==> config.mk <==
export PLATFORM = sky130hd
export DESIGN_NAME = crc_stream_feeder
export DESIGN_NICKNAME = d
export VERILOG_FILES = /design/src/rtl/crc_stream_feeder.sv
export SDC_FILE = /design/constraint.sdc
export NUM_CORES = 1
export LEC_CHECK = 0
export ABC_AREA = 0
export CAP_MARGIN = 5
export CELL_PAD_IN_SITES_DETAIL_PLACEMENT = 1
export CELL_PAD_IN_SITES_GLOBAL_PLACEMENT = 1
export CORE_ASPECT_RATIO = 0.9
export CORE_UTILIZATION = 38
export DETAILED_ROUTE_END_ITERATION = 10
export GPL_ROUTABILITY_DRIVEN = 0
export PLACE_DENSITY_LB_ADDON = 0.1
export SLEW_MARGIN = 20
export SYNTH_ARGS = -nofsm -noshare
export SYNTH_HDL_FRONTEND = slang
export SYNTH_SLANG_ARGS = --single-unit
==> constraint.sdc <==
create_clock -name clk -period 7.7 [get_ports clk]
set_input_delay 0.77 -clock clk [delete_from_list [all_inputs] [get_ports clk]]
set_output_delay 0.77 -clock clk [all_outputs]
set_load 0.02 [all_outputs]
### Cell density map

17 x 16 tiles, from black (low) to pale yellow (high), 0 to 100% covered.
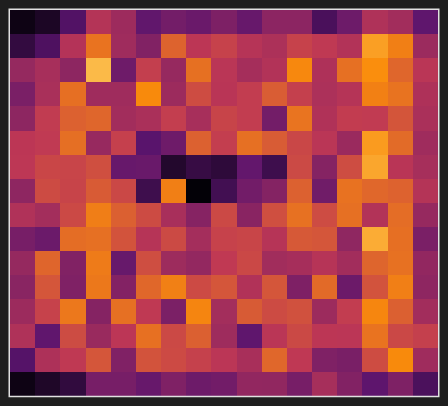
tiles over 75% full: 2.2%
mean over tiles: 48%
fullest tile: 85%
Layout Utilization: 51.9%
Core Footprint: 25400 µm²
initial cell density of the core: 39.2%

### Sequential cells colored by netlist name

Bar = 50 µm. Other sequential cells in the stronger gray, the rest of the logic in the fainter gray.
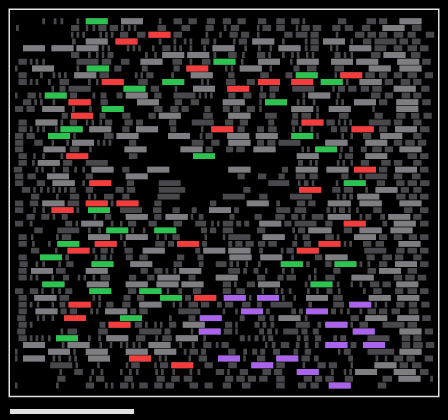
[data_wr] red | placed flops: 32 | where: spread over the die
[ctrl_q] green | placed flops: 31
[word_count] purple | placed flops: 16
Flop+latch power: 0.00199 W
sequential fraction of total cell area: 42.4%
sequential cell area in the final layout: 5580 µm²

==> reports/metrics.csv <==
stage,metric,value,unit
place,"number of placed instances, taps included",1451,
power,Seq pwr share,38.8,%
finish,net count reported at finish,1282,
finish,count of inserted antenna diode cells,0,
worst_setup_path,highest cell delay on the worst timing path,0.79,ns
grt,GRT Overall Usage,21.1,%
grt,met2 routing resource usage after global routing,35.2,%
yosys,"area leader, netlist",sky130_fd_sc_hd__dfrtp_1,
worst_setup_path,cell with the largest stage delay on the worst path,sky130_fd_sc_hd__dfrtp_2,
sta,"crit path setup slack, layout",4.54,ns
cts,Num CTS Buffers,25,
floorplan,die width,173,µm
worst_setup_path,register-to-register setup slack,4.54,ns
routing,Post-route DRC,0,
yosys,synthesized-area fraction occupied by and/or/nand/nor cells,15.3,%
outcome,status,"complete, no violations",
sta,number of hold-slack violations in the final timing report,0,
sta,slew of the pin with the lowest slew margin,1.07,ns
floorplan,area of the die,26800,µm²
sta,headroom to the max-slew limit,28.3,%
cell type report:
class,count,area (µm²)
clock buffers,39,748
inverters,11,48.8
repair buffers,241,2390
flip-flops and latches,223,5580
clock inverters,6,80.1
multi-input cells,634,3890
fillers,2741,12200
well taps,342,428
power groups by stage:
stage	sequential [W]	combinational (W)	clock [W]
6_report	0.00199	0.00196	0.00120
5_1_grt	0.00205	0.00214	0.00127
4_1_cts	0.00200	0.00199	0.00123
3_5_place_dp	0.00201	0.00197	0
3_3_place_gp	0.00199	0.00193	0
2_1_floorplan	0.00211	0.00106	0
No activity file was given, so power comes from the tool's default toggle rates.
